===== config.mk =====
export PLATFORM = sky130hd
export DESIGN_NAME = boot_sequencer_flat
export DESIGN_NICKNAME = d
export VERILOG_FILES = /design/src/rtl/boot_sequencer_if.sv /design/src/rtl/boot_sequencer.sv /design/src/flat_wrapper.sv
export SDC_FILE = /design/constraint.sdc
export NUM_CORES = 1
export LEC_CHECK = 0
export ABC_AREA = 1
export ABC_CLOCK_PERIOD_IN_PS = 2080
export CAP_MARGIN = 20
export CORE_MARGIN = 8
export CORE_UTILIZATION = 45
export DETAILED_ROUTE_END_ITERATION = 6
export PLACE_DENSITY_LB_ADDON = 0.25
export SLEW_MARGIN = 25
export SYNTH_ARGS = -nofsm -noshare
export SYNTH_HDL_FRONTEND = slang
export SYNTH_SLANG_ARGS = --single-unit

===== constraint.sdc =====
create_clock -name clk -period 2.08 [get_ports clk]
set_input_delay 0.416 -clock clk [delete_from_list [all_inputs] [get_ports clk]]
set_output_delay 0.416 -clock clk [all_outputs]
set_load 0.01 [all_outputs]

===== src/rtl/boot_sequencer_if.sv =====
// Bootloader-side signal bundle for boot_sequencer; the abort strobe exists only
// when BOOTSEQ_ABORT_EN is defined.
interface boot_sequencer_if #(
  parameter int IMG_W = 2
);
  // boot_req is a one-cycle strobe and boot_image is valid only alongside it.
  // There is no ready: the sequencer accepts a request in IDLE or ARM_AUTO and
  // silently drops it in every other state.
  logic             boot_req;
  logic [IMG_W-1:0] boot_image;
  logic             usb_vdet;
`ifdef BOOTSEQ_ABORT_EN
  logic             abort;
`endif
  logic             programn;
  logic [IMG_W-1:0] image_sel;
  logic             usb_present;
  logic             armed;

`ifdef BOOTSEQ_ABORT_EN
  modport master (output boot_req, boot_image, usb_vdet, abort,
                  input  programn, image_sel, usb_present, armed);
  modport slave  (input  boot_req, boot_image, usb_vdet, abort,
                  output programn, image_sel, usb_present, armed);
`else
  modport master (output boot_req, boot_image, usb_vdet,
                  input  programn, image_sel, usb_present, armed);
  modport slave  (input  boot_req, boot_image, usb_vdet,
                  output programn, image_sel, usb_present, armed);
`endif
endinterface


===== src/rtl/boot_sequencer.sv =====
// VBUS debounce + timed PROGRAMN pulse generator. Optional abort: BOOTSEQ_ABORT_EN.
// o_dbg_state encoding: 0 IDLE, 1 ARM_AUTO, 2 ARM_REQ, 3 FIRE, 4 DONE.
module boot_sequencer #(
  parameter int DELAY_CYCLES    = 256,
  parameter int DEBOUNCE_CYCLES = 1024,
  parameter int PULSE_CYCLES    = 4,
  parameter int IMG_W           = 2,
  parameter int DEFAULT_IMAGE   = 0
) (
  input  logic             clk,
  input  logic             resetn,
  boot_sequencer_if.slave  bus,
  output logic [2:0]       o_dbg_state
);
  localparam int CW = $clog2(DELAY_CYCLES + 1);
  localparam int DW = $clog2(DEBOUNCE_CYCLES + 1);
  localparam int PW = $clog2(PULSE_CYCLES + 1);
  localparam logic [IMG_W-1:0] DEF_IMG = IMG_W'(DEFAULT_IMAGE);

  typedef enum logic [2:0] {
    S_IDLE = 3'd0, S_ARM_AUTO = 3'd1, S_ARM_REQ = 3'd2, S_FIRE = 3'd3, S_DONE = 3'd4
  } state_t;

  state_t           r_state, w_state_nxt;
  logic [CW-1:0]    r_cnt, w_cnt_nxt, w_cnt_inc;
  logic [PW-1:0]    r_pulse_cnt, w_pulse_nxt;
  logic [IMG_W-1:0] r_image, w_image_nxt;
  logic             r_programn, w_programn_nxt;
  logic             r_armed, w_armed_nxt;
  logic             r_sync1, r_sync2, r_usb_present;
  logic [DW-1:0]    r_deb_cnt;
  logic             w_abort, w_auto_ok;

  // Synchroniser presets to 1 so nothing auto-boots before VBUS is really seen absent.
  always_ff @(posedge clk or negedge resetn) begin
    if (!resetn) begin
      r_sync1       <= 1'b1;
      r_sync2       <= 1'b1;
      r_deb_cnt     <= '0;
      r_usb_present <= 1'b1;
    end else begin
      r_sync1 <= bus.usb_vdet;
      r_sync2 <= r_sync1;
      if (r_sync2 == r_usb_present) begin
        r_deb_cnt <= '0;
      end else if (r_deb_cnt == DW'(DEBOUNCE_CYCLES - 1)) begin
        r_usb_present <= r_sync2;
        r_deb_cnt     <= '0;
      end else begin
        r_deb_cnt <= r_deb_cnt + DW'(1);
      end
    end
  end

`ifdef BOOTSEQ_ABORT_EN
  // Blocks auto re-arm after an aborted auto-boot until VBUS has returned.
  logic r_abort_lat;
  assign w_abort   = bus.abort && (r_state == S_ARM_AUTO || r_state == S_ARM_REQ);
  assign w_auto_ok = !r_abort_lat;
  always_ff @(posedge clk or negedge resetn) begin
    if (!resetn)                                  r_abort_lat <= 1'b0;
    else if (w_abort && r_state == S_ARM_AUTO)    r_abort_lat <= 1'b1;
    else if (r_usb_present)                       r_abort_lat <= 1'b0;
  end
`else
  assign w_abort   = 1'b0;
  assign w_auto_ok = 1'b1;
`endif

  assign w_cnt_inc = (r_cnt == CW'(DELAY_CYCLES)) ? r_cnt : r_cnt + CW'(1);

  always_ff @(posedge clk or negedge resetn) begin
    if (!resetn) begin
      r_state     <= S_IDLE;
      r_cnt       <= '0;
      r_pulse_cnt <= '0;
      r_image     <= DEF_IMG;
      r_programn  <= 1'b1;
      r_armed     <= 1'b0;
    end else begin
      r_state     <= w_state_nxt;
      r_cnt       <= w_cnt_nxt;
      r_pulse_cnt <= w_pulse_nxt;
      r_image     <= w_image_nxt;
      r_programn  <= w_programn_nxt;
      r_armed     <= w_armed_nxt;
    end
  end

  always_comb begin
    w_state_nxt = r_state;
    w_cnt_nxt   = r_cnt;
    w_pulse_nxt = r_pulse_cnt;
    w_image_nxt = r_image;
    case (r_state)
      S_IDLE: begin
        if (bus.boot_req) begin
          w_state_nxt = S_ARM_REQ;
          w_image_nxt = bus.boot_image;
          w_cnt_nxt   = '0;
        end else if (!r_usb_present && w_auto_ok) begin
          w_state_nxt = S_ARM_AUTO;
          w_image_nxt = DEF_IMG;
          w_cnt_nxt   = '0;
        end
      end
      S_ARM_AUTO: begin
        w_cnt_nxt = w_cnt_inc;
        if (w_abort) begin
          w_state_nxt = S_IDLE;
          w_cnt_nxt   = '0;
          w_image_nxt = DEF_IMG;
        end else if (bus.boot_req) begin
          w_state_nxt = S_ARM_REQ;
          w_image_nxt = bus.boot_image;
          w_cnt_nxt   = '0;
        end else if (r_usb_present) begin
          w_state_nxt = S_IDLE;
          w_cnt_nxt   = '0;
        end else if (r_cnt == CW'(DELAY_CYCLES - 1)) begin
          w_state_nxt = S_FIRE;
          w_pulse_nxt = '0;
        end
      end
      S_ARM_REQ: begin
        w_cnt_nxt = w_cnt_inc;
        if (w_abort) begin
          w_state_nxt = S_IDLE;
          w_cnt_nxt   = '0;
          w_image_nxt = DEF_IMG;
        end else if (r_cnt == CW'(DELAY_CYCLES - 1)) begin
          w_state_nxt = S_FIRE;
          w_pulse_nxt = '0;
        end
      end
      S_FIRE: begin
        w_pulse_nxt = r_pulse_cnt + PW'(1);
        if (r_pulse_cnt == PW'(PULSE_CYCLES - 1)) w_state_nxt = S_DONE;
      end
      S_DONE:  w_state_nxt = S_DONE;
      default: w_state_nxt = S_IDLE;
    endcase
  end

  // Outputs are registered from the next state so programn and armed are glitch-free.
  always_comb begin
    w_programn_nxt = (w_state_nxt != S_FIRE);
    w_armed_nxt    = (w_state_nxt == S_ARM_AUTO) || (w_state_nxt == S_ARM_REQ);
  end

  assign bus.programn    = r_programn;
  assign bus.image_sel   = r_image;
  assign bus.usb_present = r_usb_present;
  assign bus.armed       = r_armed;
  assign o_dbg_state     = r_state;
endmodule


===== src/flat_wrapper.sv =====
// flat-port wrapper written by rule: the top's interface ports become plain ports
module boot_sequencer_flat 
#(
  parameter int DELAY_CYCLES    = 256,
  parameter int DEBOUNCE_CYCLES = 1024,
  parameter int PULSE_CYCLES    = 4,
  parameter int IMG_W           = 2,
  parameter int DEFAULT_IMAGE   = 0
)
  (clk, resetn, o_dbg_state, bus_boot_req, bus_boot_image, bus_usb_vdet, bus_programn, bus_image_sel, bus_usb_present, bus_armed);
  boot_sequencer_if #(.IMG_W(IMG_W)) bus_i ();
  input  logic clk;
  input  logic resetn;
  output logic [2:0] o_dbg_state;
  input wire logic [$bits(bus_i.boot_req)-1:0] bus_boot_req;
  input wire logic [$bits(bus_i.boot_image)-1:0] bus_boot_image;
  input wire logic [$bits(bus_i.usb_vdet)-1:0] bus_usb_vdet;
  output wire logic [$bits(bus_i.programn)-1:0] bus_programn;
  output wire logic [$bits(bus_i.image_sel)-1:0] bus_image_sel;
  output wire logic [$bits(bus_i.usb_present)-1:0] bus_usb_present;
  output wire logic [$bits(bus_i.armed)-1:0] bus_armed;
  assign bus_i.boot_req = bus_boot_req;
  assign bus_i.boot_image = bus_boot_image;
  assign bus_i.usb_vdet = bus_usb_vdet;
  assign bus_programn = bus_i.programn;
  assign bus_image_sel = bus_i.image_sel;
  assign bus_usb_present = bus_i.usb_present;
  assign bus_armed = bus_i.armed;
  boot_sequencer #(.DELAY_CYCLES(DELAY_CYCLES), .DEBOUNCE_CYCLES(DEBOUNCE_CYCLES), .PULSE_CYCLES(PULSE_CYCLES), .IMG_W(IMG_W), .DEFAULT_IMAGE(DEFAULT_IMAGE)) u_core (.clk(clk), .resetn(resetn), .bus(bus_i), .o_dbg_state(o_dbg_state));
endmodule

layer_met2.png
The bar under the picture is 20 um long.
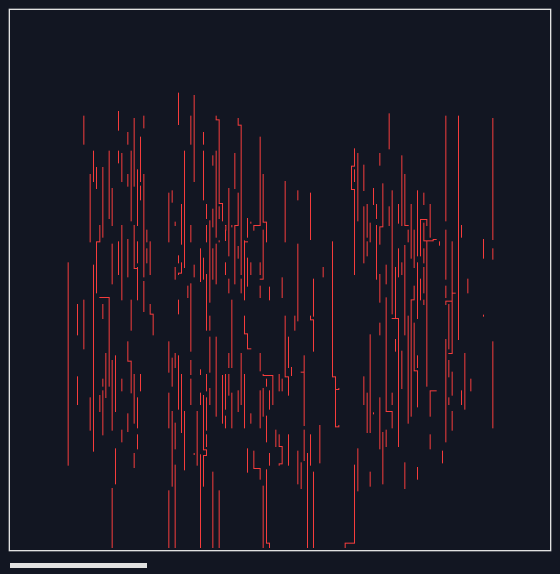
longest straight run	32.6 um
nets with wire on the layer	191

metal_density.png
The bar under the picture is 20 um long. The die is cut into 16 by 16 equal tiles; dark purple is low, yellow is high, scaled to the fullest tile. Values are wire area over tile area, all layers added.
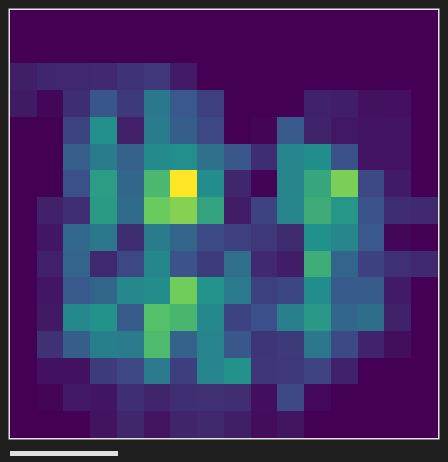
nearly empty tiles	34%
densest ninth of the die	center
mean over tiles	0.086

layer_met3.png
The bar under the picture is 20 um long.
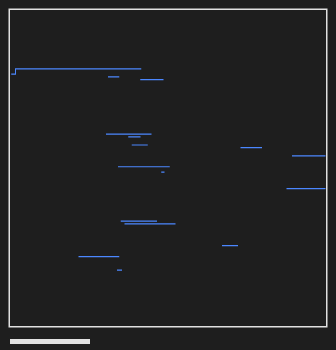
longest straight run	31.3 um
wire length on this layer	130 um
nets with wire on the layer	12
DR vias: 1398
routing usage on met3: 5.08%

## area by class of cell
class                      count  share of cell area (%)
clock buffer                   5                    3.31
multi-input combinational    159                    41.4
timing repair buffer          15                    6.98
inverter                      23                    4.27
tap                           50                    3.01
clock inverter                 3                    1.08
sequential                    33                    40.0
## synthesized netlist by cell type
cell type,n
nand3_1,20
o21ai_1,2
dfstp_2,4
nor2_2,5
a21oi_1,7
nand4_1,1
inv_1,17
nand2_4,2
o21ai_0,5
inv_4,1
o22ai_1,2
nand3_2,2
xnor2_1,2
nor2_1,35
o21ai_4,2
inv_2,5
nor3_1,6
or2_2,2
ha_1,6
nand4_2,1
a31oi_1,1
xor2_1,3
nand3b_2,1
nor3b_1,1
clkbuf_1,1
dfrtp_1,29
mux2_2,1
nor2_4,1
nand2_2,5
nand2_1,44
o21bai_1,2
## state kept, by name (all words and copies together), names as in the netlist
register / cells
u_core.bus.image_sel: 2
u_core.bus.usb_present: 1
u_core.bus.programn: 1
u_core.r_pulse_cnt: 3
u_core.r_sync2: 1
u_core.o_dbg_state: 3
u_core.r_deb_cnt: 11
u_core.r_cnt: 9
u_core.r_sync1: 1
u_core.bus.armed: 1
## worst reg2reg max path, delay by kind of cell, from the launching register on
kind	cells	cell delay, ns
AOI/OAI and AO/OA	2	0.28
adders and majority gates	2	0.44
DFF	1	0.41
and+or+nand+nor	5	0.60
## logic make-up after synthesis
kind of cell / share of synthesized area, %
compound gates: 7.65
xor+xnor: 2.46
fa+ha+maj: 4.21
buf+inv: 5.19
flops: 46.6
mux: 0.632
simple gates: 33.3
## per-layer routing
layer  vias up  track usage (%)
met5         -                0
met4         0             6.11
met3         7             5.08
met2        24             21.5
met1       629             14.1
li1        738                -
==> flow_metrics.py <==
# Flow results
metrics = {
    "power_and_ir_drop": {
        "p_clk_share_pct": 41.2,
        "p_leak_nw": 0.985,
        "power_leader": "registers",
        "power.switching_uw": 285,
    },
    "drt": {
        "drt_pre_antenna_iters": 4,
        "wl_met2_mm": 1.66,
        "drt_first_iter_violations": 78,
        "drt-total-wl_mm": 3.39,
    },
    "sta": {
        "finalCriticalPeriod_ns": 1.89,
        "fin_skew_ns": 0.00528,
        "slew_violations": 0,
    },
    "outcome": {
        "status": "complete, no violations",
    },
    "setup_path": {
        "cp-startpoint": "u_core.bus.usb_present$_DFFE_PN1P_",
        "crit_cells": 1,
        "critPathCaptureType": "output pin",
        "cp-start-kind": "register",
        "critPathKind": "reg -> out",
        "path_buffers": 1,
    },
    "placed_design": {
        "hpwl_mm": 2.54,
        "dpl_worst_slack_ns": 0.264,
    },
    "yosys": {
        "postSynthSeqShare_pct": 46.6,
        "syn-cell-area_um2": 1780,
    },
    "finish": {
        "fin_area_um2": 2080,
        "final_nets": 249,
        "antennaDiodeCount": 0,
        "fillers": 377,
        "layout-drive-gt1-share_pct": 17.6,
    },
    "flow_run": {
        "warnings": 27,
        "maxCapViolations": 0,
    },
    "clocking": {
        "cts-hold-fix-buffers": 0,
    },
    "grt": {
        "grt_overflow": 0,
        "grt_util_all_layers_pct": 12.9,
    },
    "floorplanning": {
        "chipArea_um2": 6230,
        "floorplanUtilization_pct": 45.6,
    },
    "hold_path": {
        "hold_depth": 0,
    },
}
